==> config.mk <==
export PLATFORM = sky130hd
export DESIGN_NAME = serial_alu
export DESIGN_NICKNAME = d
export VERILOG_FILES = /design/src/rtl/alu_pkg.sv /design/src/rtl/serial_alu_bit.sv /design/src/rtl/serial_alu.sv
export SDC_FILE = /design/constraint.sdc
export NUM_CORES = 1
export LEC_CHECK = 0
export CORE_UTILIZATION = 40
export CTS_CLUSTER_SIZE = 10
export DETAILED_ROUTE_END_ITERATION = 10
export GPL_ROUTABILITY_DRIVEN = 0
export PLACE_DENSITY = 0.68
export RECOVER_POWER = 50
export SETUP_SLACK_MARGIN = 0.4
export SYNTH_ARGS = -nofsm -noshare
export SYNTH_HDL_FRONTEND = slang
export SYNTH_HIERARCHICAL = 1
export SYNTH_SLANG_ARGS = --single-unit
==> constraint.sdc <==
create_clock -name clk -period 2.7 [get_ports clk]
set_clock_uncertainty 0.05 [all_clocks]
set_input_delay 0.54 -clock clk [delete_from_list [all_inputs] [get_ports clk]]
set_output_delay 0.54 -clock clk [all_outputs]
set_load 0.05 [all_outputs]
### Port wiring, run 1

Drawn at 3 px/µm.
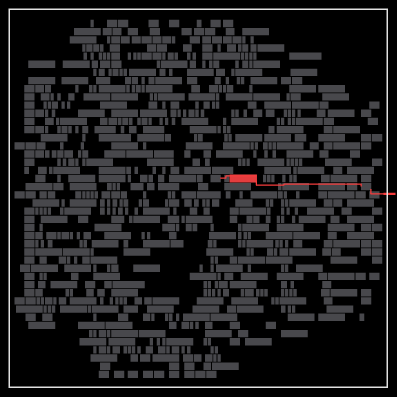
legend:
  ex:
    color: red
    direction: output
    edge: right
    end_cells: 1
    buffers: 1
    wire: 56.4 µm
num ports: 106
buffers added on ports: 105

### Clock distribution, run 1

Drawn at 4 px/µm.
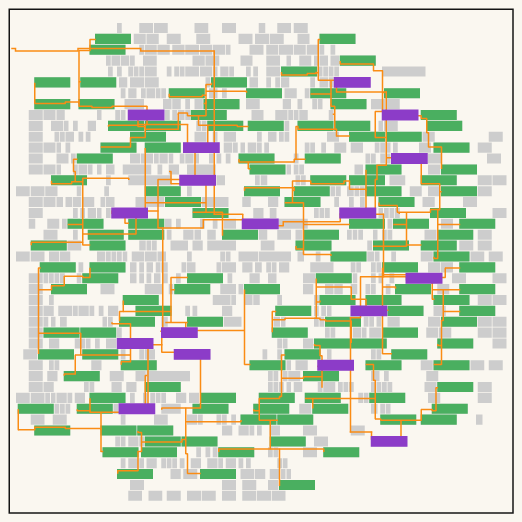
legend:
  clock wires:
    color: orange
    length: 1720 µm
  clock-net drivers:
    color: purple
    count: 17
  flip-flops:
    color: green
    count: 139
routed clock nets: 18
latest clock arrival within the worst-skew pair: 410 ps
clock power share: 26.9%
Clk. pwr: 0.00232 W

### Metal 2, run 1

Drawn at 4 px/µm.
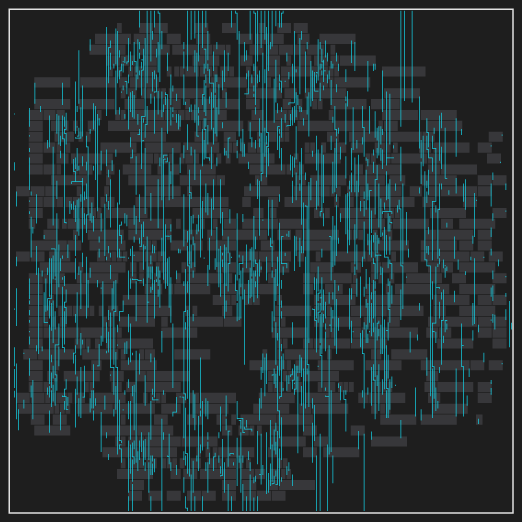
longest straight run: 52.5 µm
nets with wire on the layer: 642
wire length on this layer: 6280 µm
global routing usage on met2: 27.9%
aggregate routed wire length: 13400 µm
DR vias: 4794

==> flow_summary_export.csv <==
group,metric,value,unit
status,status,"finished, violations left",
status,violations,"DRC, capacitance limit, slew limit",
critical_path,rr_worst_depth,7,
layout,inv_count,4,
layout,antenna_cells_inserted,0,
synthesis,synth_chip_area,6100,µm²
synthesis,post_synthesis_cell_type_with_the_largest_combined_area,"sky130_fd_sc_hd__dfrtp_1",
layout,post_route_cells_drive_above_1_share,7.39,%
layout,fillcell_total,1313,
sta,max-slew-margin-rel,-41.6,%
power_and_ir_drop,power.leakage,3.67,nW
grt,use_met1,24.2,%
die,die_area,15800,µm²
layout,flop_area,3480,µm²
sta,fmax,442,MHz
critical_path,cp_data_arrival_time,2510,ps
grt,groute.usage.overall,17.9,%
min_path,worstHoldPathCells,2,
synthesis,mappedNetlistArea,6100,µm²
clock_tree,cts.sink_count,139,
grt,grt.busiest_layer,"met2",
critical_path,cpLargestDelayFamily,"AND-OR/OR-AND gates",
die,row_count,44,
power_and_ir_drop,ir_drop,0.000663,V
sta,grt_setup_unrepaired,"true",
placement,postPlaceCellArea,7350,µm²
grt,vias_in_the_first_global_route,4585,
sta,setup-violations-final,0,
sta,number_of_pins_with_negative_max_slew_slack_in_the_final_report,85,
placement,pre_cts_slack,337,ps
clock_tree,cts_max_path_buffers,2,
synthesis,synth.avg_cell_area,9.58,µm²
synthesis,yosysSeqAreaShare,57.0,%
drt,drt_pass1_iterations,8,
clock_tree,clkSlewWorstSetupHoldPaths,60,ps
synthesis,netlist_instances,637,
layout,buffer_area_share,15.0,%
clock_tree,ctsHoldBuffers,0,
layout,final-clk-cell-share,7.39,%
synthesis,synthDominantCellAreaShare,57.0,%
die,nWellTaps,184,
drt,m1WireLength,6340,µm
critical_path,critical_path.slowest_cell,"sky130_fd_sc_hd__fa_1",
power_and_ir_drop,power.total,0.00861,W
grt,grt_start_max_net_pins,86,
clock_tree,tritoncts,"done",
synthesis,synth-main-ff-cell,"sky130_fd_sc_hd__dfrtp_1",
critical_path,setup.worst_path.end_class,"register",
grt,grt_util_met3,4.45,%
layout,flops,139,
synthesis,yosysCellCount,637,
die,fp_util,41.5,%
layout,fraction_of_area_in_registers,43.9,%
placement,place_inst,895,
sta,finalHoldViolCount,0,
grt,overflow,0,
clock_tree,cts.repair.resized,2,
critical_path,crit_fanout,3,
critical_path,required_time_at_the_worst_slack_endpoint,2950,ps
flow_run,max_cap_violations,1,
sta,final_critical_path_setup_slack,440,ps
synthesis,synth-edff-count,0,
die,dieHeight,126,µm
layout,final_net_count,808,
layout,syn_to_final_growth,29.8,%
die,coreArea,14700,µm²
layout,layout_top_cells_excl_fill_tap,"sky130_fd_sc_hd__nand2_1 (237), sky130_fd_sc_hd__dfrtp_1 (139), sky130_fd_sc_hd__clkdlybuf4s50_1 (102)",
critical_path,setup_crit_path_kind,"reg2reg",
drt,met2WireLength,6280,µm
layout,fin_cells,928,
critical_path,startpoint_type,"register",
clock_tree,cts_max_level,4,
drt,wl_met3,623,µm
layout,logic_area,2430,µm²
flow_run,warning_count,30,
clock_tree,post_cts_buffers,2,
placement,hpwlAfterDp,8930,µm
sta,fin_setup_tns,0,ps
power_and_ir_drop,cellPowerDensity,1090,nW/µm²
min_path,hold_path.class,"reg2reg",
layout,non_clock_buffer_count,119,
layout,nClkBuffers,23,
clock_tree,ctsRootBufferMaster,"sky130_fd_sc_hd__clkbuf_16",
critical_path,cp.depth,7,
layout,biggestCellCategory,"sequential cells",
sta,final.min_clock_period,2260,ps
synthesis,synthesis.yosys.warnings,6,
drt,first_iter_violations,307,
drt,avgViaCountPerCell,5.17,
drt,wire_per_inst,14.4,µm
layout,final_cell_area,7930,µm²
synthesis,synth_nets,713,
grt,grt_first_pass_wirelength,22400,µm
clock_tree,numCtsBuffers,17,
sta,final_min_period_over_clock_period,83.7,%
critical_path,buffer_and_inverter_count_on_the_worst_path,0,
drt,post-route-drc-count,5,
layout,layout_top_cell_excl_fill_tap,"sky130_fd_sc_hd__nand2_1",
layout,num-multi-input-gates,451,
synthesis,async_reset_ff_share,100,%
synthesis,top_cells_by_area,"sky130_fd_sc_hd__dfrtp_1 (57%), sky130_fd_sc_hd__nand2_1 (15%), sky130_fd_sc_hd__xnor2_1 (4.4%)",
layout,final_core_util,53.9,%
critical_path,worst-r2r-setup-slack,440,ps
critical_path,path_cells,"fa_1, a21oi_1, o211ai_1, xnor3_1, o22ai_1, a22oi_1, a32o_1",
sta,worst-slew-pin-transition,2120,ps
layout,area.share.combinational,30.6,%
die,die-width,126,µm
grt,antenna_found_initial,0,
==> run 1: cells in the mapped netlist (2+ instances only) <==
master                       n
sky130_fd_sc_hd__nand2_1   238
sky130_fd_sc_hd__dfrtp_1   139
sky130_fd_sc_hd__nor2_1     36
sky130_fd_sc_hd__a22oi_1    32
sky130_fd_sc_hd__a31oi_1    31
sky130_fd_sc_hd__xnor2_1    31
sky130_fd_sc_hd__a22o_1     30
sky130_fd_sc_hd__buf_2      27
sky130_fd_sc_hd__o21ai_0    12
sky130_fd_sc_hd__clkbuf_1   11
sky130_fd_sc_hd__buf_1       5
sky130_fd_sc_hd__nor4_1      5
sky130_fd_sc_hd__ha_1        4
sky130_fd_sc_hd__inv_1       4
sky130_fd_sc_hd__nand3_1     4
sky130_fd_sc_hd__a21oi_1     2
sky130_fd_sc_hd__and3_1      2
sky130_fd_sc_hd__nand2b_1    2
sky130_fd_sc_hd__xor2_1      2
==> run 1: cell families (layout without fill, tap and decap cells) <==
logic type               after synthesis  count (layout)  synth area share, %
AND-OR/OR-AND                        113             113                 13.5
XOR/XNOR                              34              34                 5.10
adder cells (fa/ha/maj)                5               5                 1.15
buffers and inverters                 47             154                 3.44
flip-flops                           139             139                 57.0
multiplexers                           2               2                0.348
AND/OR/NAND/NOR                      297             297                 19.4
==> run 1: power by group <==
| part | switching, W | internal (W) |
|---|---|---|
| Sequential | 0.000597 | 0.00288 |
| Combinational | 0.00164 | 0.00118 |
| Clock | 0.000829 | 0.00149 |
| Total | 0.00306 | 0.00555 |
==> run 1: worst min-delay path: stages, from the launching register on <==
cell	delay, ps
sky130_fd_sc_hd__dfrtp_1	340
sky130_fd_sc_hd__nand2_1	50
sky130_fd_sc_hd__nand2_1	50
Power and IR drop assume default switching activity.
